Design ifetch_queue, sky130hd; sources not shown.
### Cell placement

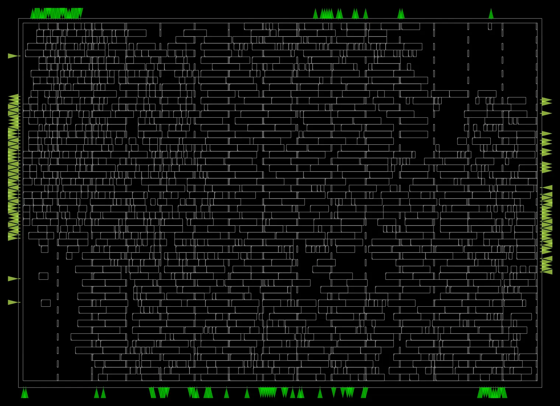
sequential cell area share: 52.8%
# rows: 53
Tapcells: 412
Core Area: 29900 um^2

### Sequential cells grouped by signal name

(2 px per um)
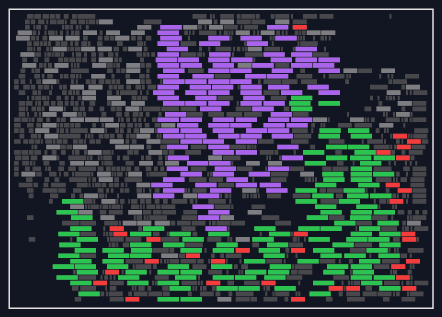
Key: instr_mem = green [placed flops 128]; last_instr = red [placed flops 32]; pc_mem = purple [placed flops 120]
Another 108 sequential cells are not coloured.
Reg area: 10300 um^2
seq pwr: 5.51 mW
Post-Route Utilization: 65.0%

### Sizing map

(2 px per um)
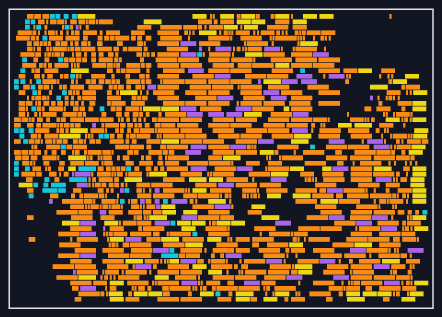
Key: x3 and x4 = cyan [cells 58]; x2 = purple [cells 81]; x6 and larger = yellow [cells 116]; x1 and smaller = orange [cells 1077]
bufs w/o clock: 189
design area: 19400 um^2

### Placed cells, one colour a class

(2 px per um)
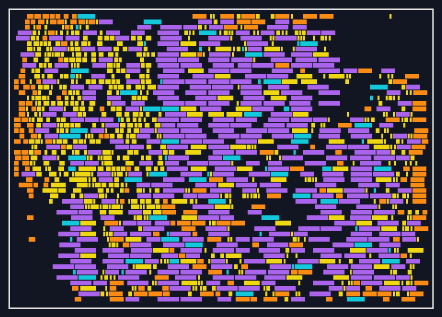
Key: remaining buffers and delay cells = orange [cells 189, share of their area 13%]; clock drivers and dummy loads = cyan [cells 69, share of their area 6.1%]; remaining logic cells = yellow [cells 686, share of their area 27%]; sequential cells = purple [cells 388, share of their area 54%]

==> Changelog: implementation <==
## Flow update

* Status: complete, no violations
* Setup TNS at 0 ns
* Layout cells sized above 1 at 19.1%
* Total number of vias at ~9400
* CP Class: reg2out
* 1st-iter DRT viols at around 800
* Synth cell types at 47
* CP top delay family: flip-flops
* Die height at approximately 150 um
* CP max FO at 24
* Cell area leaders: edfxtp_1 (48%), dfxtp_1 (18%), mux4_2 (9.0%)
* FFs w/ async S/R, synth at 0%
* Yosys synthesis chip area at about 15000 um^2
* Max Cap Viol at 0
* Mux area share at under 10%
* Top-level port count at roughly 170
* CTS Buffer Depth at 3
* Comb. pwr at roughly 3.6 mW
* Leakage at 7.03 nW
* DP Worst Slack at 0.249 ns
* Wl on met1 at roughly 16000 um
* GRT Overall Usage at between 20% and 30%
* Starting density of the core at 51.7%
* Grt met3 use at about 3.7%
* Area Overhead vs Synth at 25.6%
* Hpwl dp at approximately 21000 um
* Total power at roughly 13 mW
* Yosys simple share at between 10% and 20%
* P_clk at between 3 and 4 mW
* Nature of the critical path startpoint: flip-flop
* Max reg flops at roughly 130
* Worst-Skew Late Latency at 0.53 ns
* Layout clock area frac at ~6.0%
Power and IR drop assume default switching activity.
